$ cat src/rtl/mem_arb_pkg.sv
// Shared types for the unified-memory port arbiter: FSM states, owner codes and a
// counter-width helper.
package mem_arb_pkg;

  typedef enum logic [1:0] {
    StIdle,
    StIssue,
    StWait,
    StDone
  } arb_state_e;

  typedef enum logic {
    OwnCpu = 1'b0,
    OwnDbg = 1'b1
  } owner_e;

  // Bits needed to hold values 0..n-1, never less than one.
  function automatic int unsigned clog2(input int unsigned n);
    int unsigned r;
    r = 1;
    while ((32'd1 << r) < n) r++;
    return r;
  endfunction

endpackage

$ cat src/rtl/mem_arb_select.sv
// Winner selection between CPU and debug requests, with an aging counter that forces the
// debug port through after MAX_WAIT consecutive lost cycles.
module mem_arb_select
  import mem_arb_pkg::*;
#(
  parameter int unsigned MAX_WAIT = 4
) (
  input  logic   clk_i,
  input  logic   reset_i,
  input  logic   cpu_req_i,
  input  logic   dbg_req_i,
  input  logic   idle_i,
  input  logic   dbg_active_i,
  output logic   grant_o,
  output owner_e winner_o
);

  localparam int unsigned WaitW = clog2(MAX_WAIT + 1);

  logic [WaitW-1:0] dbg_wait_q, dbg_wait_d;
  logic             dbg_aged;
  logic             dbg_win;

  always_comb begin
    dbg_aged   = (dbg_wait_q == WaitW'(MAX_WAIT));
    dbg_win    = dbg_req_i & (~cpu_req_i | dbg_aged);
    grant_o    = idle_i & (cpu_req_i | dbg_req_i);
    winner_o   = dbg_win ? OwnDbg : OwnCpu;
    dbg_wait_d = dbg_wait_q;
    // Aging runs whenever the debug port is waiting and is not the one being served.
    if (grant_o && dbg_win) begin
      dbg_wait_d = '0;
    end else if (dbg_req_i && !dbg_active_i && !dbg_aged) begin
      dbg_wait_d = dbg_wait_q + 1'b1;
    end
  end

  always_ff @(posedge clk_i or posedge reset_i) begin
    if (reset_i) begin
      dbg_wait_q <= '0;
    end else begin
      dbg_wait_q <= dbg_wait_d;
    end
  end

endmodule

$ cat src/rtl/mem_port_arbiter.sv
// Single-outstanding arbiter sharing one memory between the CPU control path and a
// debug/loader port: latch, issue one cycle, wait the read latency, ack with data.
module mem_port_arbiter
  import mem_arb_pkg::*;
#(
  parameter int unsigned DATA_W   = 16,
  parameter int unsigned ADDR_W   = 8,
  parameter int unsigned MEM_LAT  = 2,
  parameter int unsigned MAX_WAIT = 4
) (
  input  logic              clk,
  input  logic              reset,
  input  logic              cpu_req,
  input  logic              cpu_we,
  input  logic [ADDR_W-1:0] cpu_addr,
  input  logic [DATA_W-1:0] cpu_wdata,
  output logic              cpu_ack,
  output logic [DATA_W-1:0] cpu_rdata,
  output logic              cpu_stall,
  input  logic              dbg_req,
  input  logic              dbg_we,
  input  logic [ADDR_W-1:0] dbg_addr,
  input  logic [DATA_W-1:0] dbg_wdata,
  output logic              dbg_ack,
  output logic [DATA_W-1:0] dbg_rdata,
  output logic              mem_en,
  output logic              mem_we,
  output logic [ADDR_W-1:0] mem_addr,
  output logic [DATA_W-1:0] mem_wdata,
  input  logic [DATA_W-1:0] mem_rdata,
  output logic              busy
);

  localparam int unsigned CntW = clog2(MEM_LAT);

  arb_state_e      state_q;
  owner_e          owner_q;
  logic            we_q;
  logic [CntW-1:0] cnt_q;

  logic   idle;
  logic   dbg_active;
  logic   grant;
  owner_e winner;

  assign idle       = (state_q == StIdle);
  assign dbg_active = ~idle & (owner_q == OwnDbg);
  assign busy       = ~idle;
  assign cpu_stall  = cpu_req & ~cpu_ack;

  mem_arb_select #(
    .MAX_WAIT(MAX_WAIT)
  ) u_select (
    .clk_i       (clk),
    .reset_i     (reset),
    .cpu_req_i   (cpu_req),
    .dbg_req_i   (dbg_req),
    .idle_i      (idle),
    .dbg_active_i(dbg_active),
    .grant_o     (grant),
    .winner_o    (winner)
  );

  always_ff @(posedge clk or posedge reset) begin
    if (reset) begin
      state_q   <= StIdle;
      owner_q   <= OwnCpu;
      we_q      <= 1'b0;
      cnt_q     <= '0;
      mem_en    <= 1'b0;
      mem_we    <= 1'b0;
      mem_addr  <= '0;
      mem_wdata <= '0;
      cpu_ack   <= 1'b0;
      dbg_ack   <= 1'b0;
      cpu_rdata <= '0;
      dbg_rdata <= '0;
    end else begin
      mem_en  <= 1'b0;
      mem_we  <= 1'b0;
      cpu_ack <= 1'b0;
      dbg_ack <= 1'b0;
      unique case (state_q)
        StIdle: begin
          if (grant) begin
            owner_q <= winner;
            mem_en  <= 1'b1;
            if (winner == OwnDbg) begin
              we_q      <= dbg_we;
              mem_we    <= dbg_we;
              mem_addr  <= dbg_addr;
              mem_wdata <= dbg_wdata;
            end else begin
              we_q      <= cpu_we;
              mem_we    <= cpu_we;
              mem_addr  <= cpu_addr;
              mem_wdata <= cpu_wdata;
            end
            state_q <= StIssue;
          end
        end
        StIssue: begin
          if (we_q) begin
            cpu_ack <= (owner_q == OwnCpu);
            dbg_ack <= (owner_q == OwnDbg);
            state_q <= StDone;
          end else begin
            cnt_q   <= CntW'(MEM_LAT - 1);
            state_q <= StWait;
          end
        end
        StWait: begin
          // Final wait cycle is the one in which mem_rdata is valid.
          if (cnt_q == '0) begin
            if (owner_q == OwnDbg) begin
              dbg_rdata <= mem_rdata;
              dbg_ack   <= 1'b1;
            end else begin
              cpu_rdata <= mem_rdata;
              cpu_ack   <= 1'b1;
            end
            state_q <= StDone;
          end else begin
            cnt_q <= cnt_q - 1'b1;
          end
        end
        StDone: state_q <= StIdle;
        default: state_q <= StIdle;
      endcase
    end
  end

endmodule

$ cat config.mk
export PLATFORM = sky130hd
export DESIGN_NAME = mem_port_arbiter
export DESIGN_NICKNAME = d
export VERILOG_FILES = /design/src/rtl/mem_arb_pkg.sv /design/src/rtl/mem_arb_select.sv /design/src/rtl/mem_port_arbiter.sv
export SDC_FILE = /design/constraint.sdc
export NUM_CORES = 1
export LEC_CHECK = 0
export CORE_ASPECT_RATIO = 1.4
export CORE_MARGIN = 2
export CORE_UTILIZATION = 38
export DETAILED_ROUTE_END_ITERATION = 10
export PLACE_DENSITY = 0.77
export SETUP_SLACK_MARGIN = 0.3
export SLEW_MARGIN = 20
export SYNTH_ARGS = -nofsm -noshare
export SYNTH_HDL_FRONTEND = slang
export SYNTH_SLANG_ARGS = --single-unit
export TNS_END_PERCENT = 30
$ cat constraint.sdc
create_clock -name clk -period 2.15 [get_ports clk]
set_input_delay 0.3225 -clock clk [delete_from_list [all_inputs] [get_ports clk]]
set_output_delay 0.3225 -clock clk [all_outputs]
set_load 0.005 [all_outputs]
### Power grid, run 1

Scale bar: 20 um. Pins as bars on the die edge.
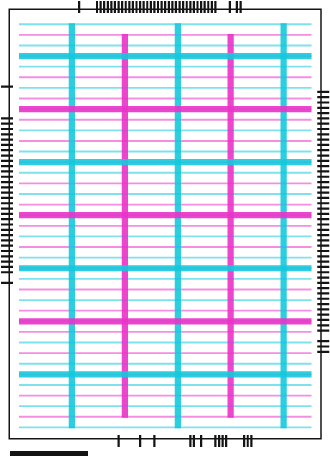
| net | color |
|---|---|
| VDD | magenta |
| VSS | cyan |
met5 straps: 7
met4 straps: 5
CORE AREA: 7750 sq um
Die W: 79.5 um
vertical die dimension: 110 um
worst supply voltage drop on vdd: 612 uV

### Cell classes on the final placement, run 1

Scale bar: 20 um.
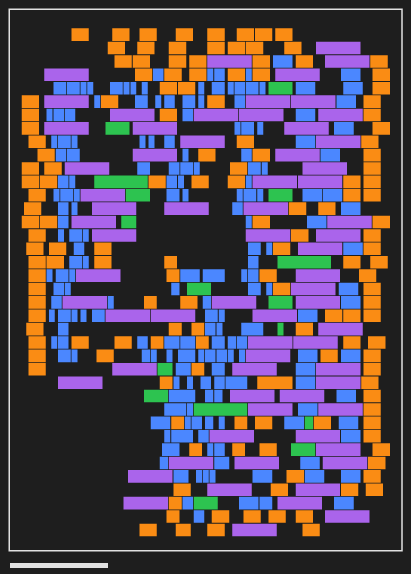
| class | color | cells |
|---|---|---|
| all other logic | blue | 184 |
| flops | purple | 68 |
| other buffers and delay cells | orange | 147 |
| clock drivers and dummy loads | green | 16 |
Finished Cell Area: 4750 sq um
Util after Layout: 61.3%

### Clock wires, drivers and flops, run 1

Scale bar: 20 um.
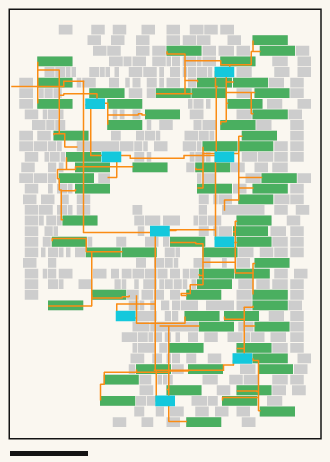
[flip-flops] green | count: 68
[cells driving clock nets] cyan | count: 9
[clock wires] orange | length: 809 um
routed clock nets: 10
flops lie: all over the die
clock group power: 1.25 mW
clock latency of the later-clocked register in the worst-skew pair: 0.34 ns
Setup Skew: 0.00587 ns
clock power share: 19.9%

==> commit_impl_results.txt, run 1 <==
Record implementation results from latest flow run

- The run finished with clean final reports.
* Data required time of the worst path: 1.83 ns
- Tot Pwr: 6.29 mW
* Initial core utilization: 39.2%
* Routed wire length: 7.89 mm
- Per the synthesis report, the dominant area consumer among library cells is sky130_fd_sc_hd__dfrtp_1.
* Worst endpoint data arrival time: 1.42 ns
- Global-route track usage on met3: 5.67%
- Seq/Total Area, Yosys: 56.1%
- The wire-length estimate of the detail-placed layout is 5.80 mm.
- Leading register cell type out of synthesis: sky130_fd_sc_hd__dfrtp_1
* Pin count of the biggest net entering global routing: 35
- The final timing report lists a max-slew violation count of 0.
- Area delta synth->final: 56.7%
- Worst Slack Setup Final: 0.406 ns
- The number of global-route vias before repair was 2750.
* Startpoint class of the critical path: input pin
- The clock passes through at most 2 buffers.
* Highest net fanout along the worst path: 2
- Unrepaired setup endpoints after global routing: false
* Net count entering floorplan: 345
- The last timing report of the flow puts the setup violation total at 0.
* Clock slew at reported path FFs: 0.07 ns
- The global routing report lists met2 layer usage as 32.3%.
* Area reported by Yosys stat: 3030 sq um
- Total global-route track usage over all layers is 19.0%.
* Number of placement rows: 38
* Total clock sinks: 68
- Total overflow reported by the global router: 0
- Final weighted congestion in routability-driven placement: 0.833
* Count of TritonRoute iterations in the first routing pass: 4
- Synthesized area: 3030 sq um
* Hold WS: 0.342 ns
- In the post-synthesis netlist, the biggest area contributors are sky130_fd_sc_hd__dfrtp_1, sky130_fd_sc_hd__mux2_2, sky130_fd_sc_hd__nand2_1.
* CP Class: in2out
- IO Port Bufs: 131
- Fraction of final layout cells sized beyond drive strength 1: 17.8%
- Max-Cap Viols: 0
- Of the post-synthesis cell area, the dominant cell type holds 56.1%.
- The leakage power in the latest report is 1.97 nW.
- The commonest cells after synthesis are sky130_fd_sc_hd__dfrtp_1, sky130_fd_sc_hd__nand2_1, sky130_fd_sc_hd__mux2_2, sky130_fd_sc_hd__nand4_1, sky130_fd_sc_hd__o211ai_1.
* Initial antenna violation count: 0
- TritonCTS clock tree: built
- Signal routing reaches up to met4.
* Final total negative setup slack: 0 ns
- Power spread over the standard cell area amounts to 1320 nW/um^2.
- Number of standard cells in the layout, taps in and fillers out: 515
* Total number of warnings across the stage logs: 29
- Synth unique cells: 32
* Number of clock buffers inserted by TritonCTS: 9
- The worst register-to-register path depth is 6.
- Most frequent logic cell in the layout: sky130_fd_sc_hd__clkdlybuf4s50_1
- The routed design shows a via density per instance of 5.16.
- The routed design uses 4.11 mm of met2 wire.
* CTS hold repair buffers: 0
* Hold Violations, Final: 0
- Per the post-route antenna check, the number of violating nets is 0.
* CP max stage delay: 0.50 ns
- The routed layout has 2656 vias.
- After layout, the worst path uses 81.1% of the clock period.
- H-tree Lvls: 3
- Routing resource usage on met1 recorded by global route was 21.5%.
* Post-place instance area: 4490 sq um
- Antenna Diode Count: 0
* Iter 0 DRT Violations: 140
- Mean instance size in the synthesized netlist: 11.2 sq um
- Clock tree root driver cell: sky130_fd_sc_hd__clkbuf_8
* Critical path, cell by cell: clkdlybuf4s50_1, nor2b_1, clkdlybuf4s50_1
- Per the placement report, the placed cell count is 496.
- 132 I/O pins were placed.
- Cell with the most instances on the worst path: sky130_fd_sc_hd__clkdlybuf4s50_1
- Yosys reported a register bit count of 68.
* Ys Warns: 0
- Floorplan die area: 8730 sq um
- Post-synthesis async set-or-reset flop share: 100%
- Logged for this run, the post-placement worst setup slack is 0.370 ns.
- Worst Setup End Kind: output port
- The pin closest to its max-slew limit shows a slew of 0.486 ns.
- Final Net Count: 485
## run 1: cell families after synthesis
family | after synthesis | share of synthesized area, %
and+or+nand+nor | 98 | 15.8
DFF | 68 | 56.1
AOI/OAI and AO/OA | 39 | 9.40
muxes | 33 | 12.2
buffers and inverters | 27 | 4.41
adders and majority gates | 5 | 2.06
## run 1: timing repair
item                                    4_1_cts  5_1_grt
buffers inserted                              3        0
endpoints found under the setup margin        1        8
endpoints found under the hold margin         0        0
resized                                       4        1
## run 1: critical path: cells and delay by family
kind / cells / cell delay, ns
buf+inv: 2 / 0.97
simple gates: 1 / 0.13
## run 1: final cells by class
type,count,area (sq um)
repair buffers,147,1440
clock buffers,10,128
flip-flops and latches,68,1700
multi-input cells,175,1200
clock inverters,6,113
fillers,641,3000
inverters,9,38.8
well taps,100,125
## run 1: worst max-delay path by stage
stage | startpoint | depth (start not counted) | end | slack, ns
CTS | cpu_req | 3 | cpu_stall | 0.39
floorplan | state_q[0] | 6 | dbg_rdata[0] | 0.46
detailed placement | dbg_req | 5 | mem_addr[0] | 0.37
global placement | cpu_req | 3 | cpu_stall | 0.41
global route | state_q[0] | 6 | cpu_rdata[7] | 0.34
finish | cpu_req | 3 | cpu_stall | 0.41
## run 1: power breakdown
group          leakage, nW  internal (mW)  switching (mW)
sequential           0.828           1.90           0.343
clock                0.120          0.772           0.482
combinational         1.03           1.72            1.08
## run 1: flip-flops by register name, indices dropped and copies added (netlist names)
register             cells
dbg_rdata               16
u_select.dbg_wait_q      3
mem_addr                 8
state_q                  2
mem_we                   1
cpu_rdata               16
mem_en                   1
cnt_q                    1
we_q                     1
cpu_ack                  1
dbg_ack                  1
mem_wdata               16
owner_q                  1
--- run 2 (diff from run 1) ---
- clock period: 2.15 -> 1.6 ns (I/O delays scaled with it)
### Clock wires, drivers and flops, run 2

Scale bar: 20 um.
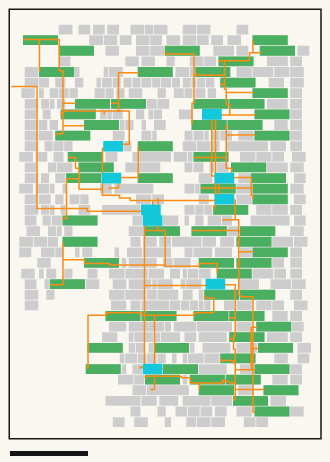
[flip-flops] green | count: 68
[clock wires] orange | length: 863 um
[cells driving clock nets] cyan | count: 9
flops lie: all over the die
routed clock nets: 10
clock group power: 1.54 mW
Setup Skew: 0.00670 ns
clock power share: 17.0%

### Routing congestion map, run 2

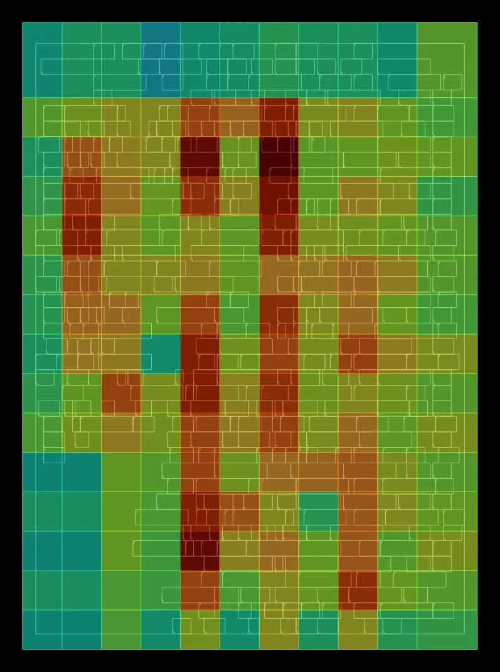
aggregate global-route resource usage: 22.6%
global-route track usage on met3: 3.45%
routed wirelength normalized by instance count: 17.8 um
Util after Layout: 67.9%

==> commit_impl_results.txt, run 2 <==
Record implementation results from latest flow run

- Outcome: complete, but fails checks
* Violations in the final reports: setup timing
- Top-count cell post-synth: sky130_fd_sc_hd__dfrtp_1
- Startpoint class of the critical path: flip-flop
- Per the OpenROAD floorplan log, the area of the core is 7750 sq um.
* Synth unique cells: 32
* Max-Cap Viols: 0
- In the final report, the number of hold violations comes to 0.
* Critical path, cell by cell: buf_6, ha_4, nor2b_4, and2_4, buf_12, buf_16, mux2_4
- The initial antenna violation count is 0.
- The number of clock buffers added by TritonCTS is 9.
- The count of cells in the finished layout, fillers not included, comes to 535.
* Floorplan die area: 8730 sq um
* Ys Warns: 0
* Vertical die dimension: 110 um
- In this run the tool buffered the top-level ports with 131 buffer cells.
- The sequential power reported by the tool is 3.07 mW.
* CP max stage delay: 0.40 ns
- Checking hold timing, the worst path is listed with class in2async.
* Placed Cells: 499
* Top cell area share: 56.1%
- The synthesized design spends more area on one cell type than any other, namely sky130_fd_sc_hd__dfrtp_1.
* Antenna Diode Count: 0
- Internal power summed over all cells: 5.99 mW
- Per report_power, the sequential group accounts for 33.9% of the total.
- Worst supply voltage drop on vdd: 735 uV
- Averaged over all synthesized cells, the footprint is 11.2 sq um.
- Per the log, the first TritonRoute iteration ended with a DRC count of 187.
- The number of nets in the synthesized netlist is 345.
* Most common logic cells in the final layout: sky130_fd_sc_hd__dfrtp_1, sky130_fd_sc_hd__clkdlybuf4s50_1, sky130_fd_sc_hd__dlygate4sd2_1
- The analysis attributes to net switching a power of 3.07 mW.
- Per report_power, the Combinational row totals 4.45 mW.
- The largest registers in the layout are cpu_rdata x16, dbg_rdata x16, mem_wdata x16.
- The script extracted a total leakage power of 2.35 nW.
- In the final layout, the share of cells above drive strength 1 is 30.8%.
* Detailed placer's ending HPWL: 5.61 mm
* Cell types occupying the most area after synthesis: sky130_fd_sc_hd__dfrtp_1, sky130_fd_sc_hd__mux2_2, sky130_fd_sc_hd__nand2_1
* Number of max-slew violations in the final report: 0
* Total overflow reported by the global router: 0
* Count of endpoints failing setup in the final report: 14
- The slowest stage of the critical path is the sky130_fd_sc_hd__dfrtp_1 cell.
- In the synthesis report, Yosys lists the chip area as 3030 sq um.
- Per the post-run analysis, buffers plus inverters along the critical path come to 3.
- Among cell families on the critical path, the largest total delay comes from flip-flops.
- For this design, Yosys synthesis ends with a cell count of 270.
* Die W: 79.5 um
* Data required time of the worst path: 1.83 ns
- H-tree Lvls: 3
- Worst Slack Setup Final: -0.0261 ns
* Routed wire length: 9.50 mm
- Clock slew at reported path FFs: 0.08 ns
* Combinational Power Share: 49.1%
- Maximum buffer depth of the clock tree: 2
* Top power consumer group: combinational cells
- OpenROAD emitted warnings numbering 32.
- The DRC violation total left in the routed layout is recorded as 0.
* Clock tree root driver cell: sky130_fd_sc_hd__clkbuf_8
- Layout fillers: 590
- Transition time at the pin with the least slew margin: 0.467 ns
* Power density over the cells: 1720 nW/um^2
* Highest Clock Rate: 615 MHz
* Post-synthesis async set-or-reset flop share: 100%
- The worst pin sits at a relative slew slack of 68.7%.
* Via count: 2809
* Flip-flop and latch count after synthesis: 68
- Number of enable-type register cells in the synthesized netlist: 0
- Syn Inst Count: 270
- From synthesis to final layout, the design area changed by 73.3%.
- Number of global-route vias before repair: 2975
- Final Net Count: 506
- Period minus WS final: 1.63 ns
* Ratio of final minimum period to clock period: 102%
* Synthesized area: 3030 sq um
- Count of antenna-violating nets left after detailed routing: 0
- The clock tree has to reach 68 sinks.
- Setup repair after global routing could not meet its margin everywhere.
- Top cell types by occurrence after synthesis: sky130_fd_sc_hd__dfrtp_1, sky130_fd_sc_hd__nand2_1, sky130_fd_sc_hd__mux2_2, sky130_fd_sc_hd__nand4_1, sky130_fd_sc_hd__o211ai_1
* Highest net fanout along the worst path: 8
* Worst Setup End Kind: flip-flop
* Per-cell via count in the routed design: 5.25
- According to the report, the first pass of detailed routing completed in 4 iterations.
- CTS hold repair buffers: 0
- Boundary pin count: 132
- Entering global routing, the biggest net connects 69 pins.
- Worst endpoint data arrival time: 1.85 ns
* Initial core utilization: 39.2%
* Tot Pwr: 9.06 mW
* TritonCTS clock tree: built
- Leading register cell type out of synthesis: sky130_fd_sc_hd__dfrtp_1
- Final weighted congestion in routability-driven placement: 0.863
* Clock latency of the later-clocked register in the worst-skew pair: 0.34 ns
- Switching Fraction: 33.9%
- The setup path with the least slack is of type reg2reg.
- First-pass GRT wire length: 15.0 mm
- Seq/Total Area, Yosys: 56.1%
### Cell classes on the final placement, run 2

Scale bar: 20 um.
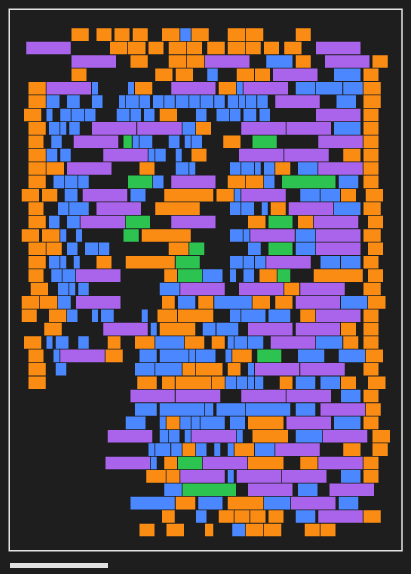
| class | color | cells |
|---|---|---|
| other buffers and delay cells | orange | 166 |
| clock drivers and dummy loads | green | 15 |
| flops | purple | 68 |
| all other logic | blue | 186 |
number of placement rows: 38
share of cell area taken by flip-flops and latches: 32.4%

[run 2: repair_timing]
item,CTS,global route
setup buffers,13,1
pin swaps,53,8
resized,134,29
endpoints found under the setup margin,126,68
cloned,7,0
[run 2: final cells by class]
class	instances	area (sq um)	share of cell area (%)
inverters	9	47.5	0.904
clock buffers	9	124	2.36
repair buffers	166	1720	32.6
multi-input cells	175	1440	27.4
repair inverters	2	15.0	0.286
flip-flops and latches	68	1700	32.4
well taps	100	125	2.38
clock inverters	6	90.1	1.71
[run 2: worst paths after layout]
kind,cells after the start,slack [ns],from,to
worst max-delay path,7,-0.03,state_q[1],cpu_rdata[1]
worst min-delay path,3,0.33,reset,cpu_rdata[11]
worst max register to register,7,-0.03,state_q[1],cpu_rdata[1]
worst min register to register,2,0.49,mem_wdata[7],mem_wdata[7]
max in group asynchronous,3,0.95,reset,mem_addr[7]
min in group clk,3,0.48,cpu_addr[2],mem_addr[2]
[run 2: routing by layer]
metal	share of wire, %	wire length, um	track usage (%)
met1	39	3720	27.2
met2	54	5090	40.0
met3	5.4	517	3.45
met4	1.7	163	9.36
met5	0	0	0
[run 2: stage by stage]
stage               cell area (sq um)  setup TNS, ns  setup slack, ns  hold WS, ns
detailed placement               4550          -1.53           -0.108        0.484
finish                           5260         -0.237          -0.0261        0.328
global placement                 4550       -0.00200         -0.00200        0.477
CTS                              5170        -0.0888          -0.0104        0.359
global route                     5260          -1.09          -0.0821        0.365
floorplan                        3040          -1.66          -0.0863        0.391
[run 2: cells by family after synthesis]
logic type                 count (synthesis)  share of synthesized area, %
buffers and inverters                     27                          4.41
and+or+nand+nor                           98                          15.8
adders and majority gates                  5                          2.06
muxes                                     33                          12.2
DFF                                       68                          56.1
AOI/OAI and AO/OA                         39                          9.40
Power and IR drop assume default switching activity.
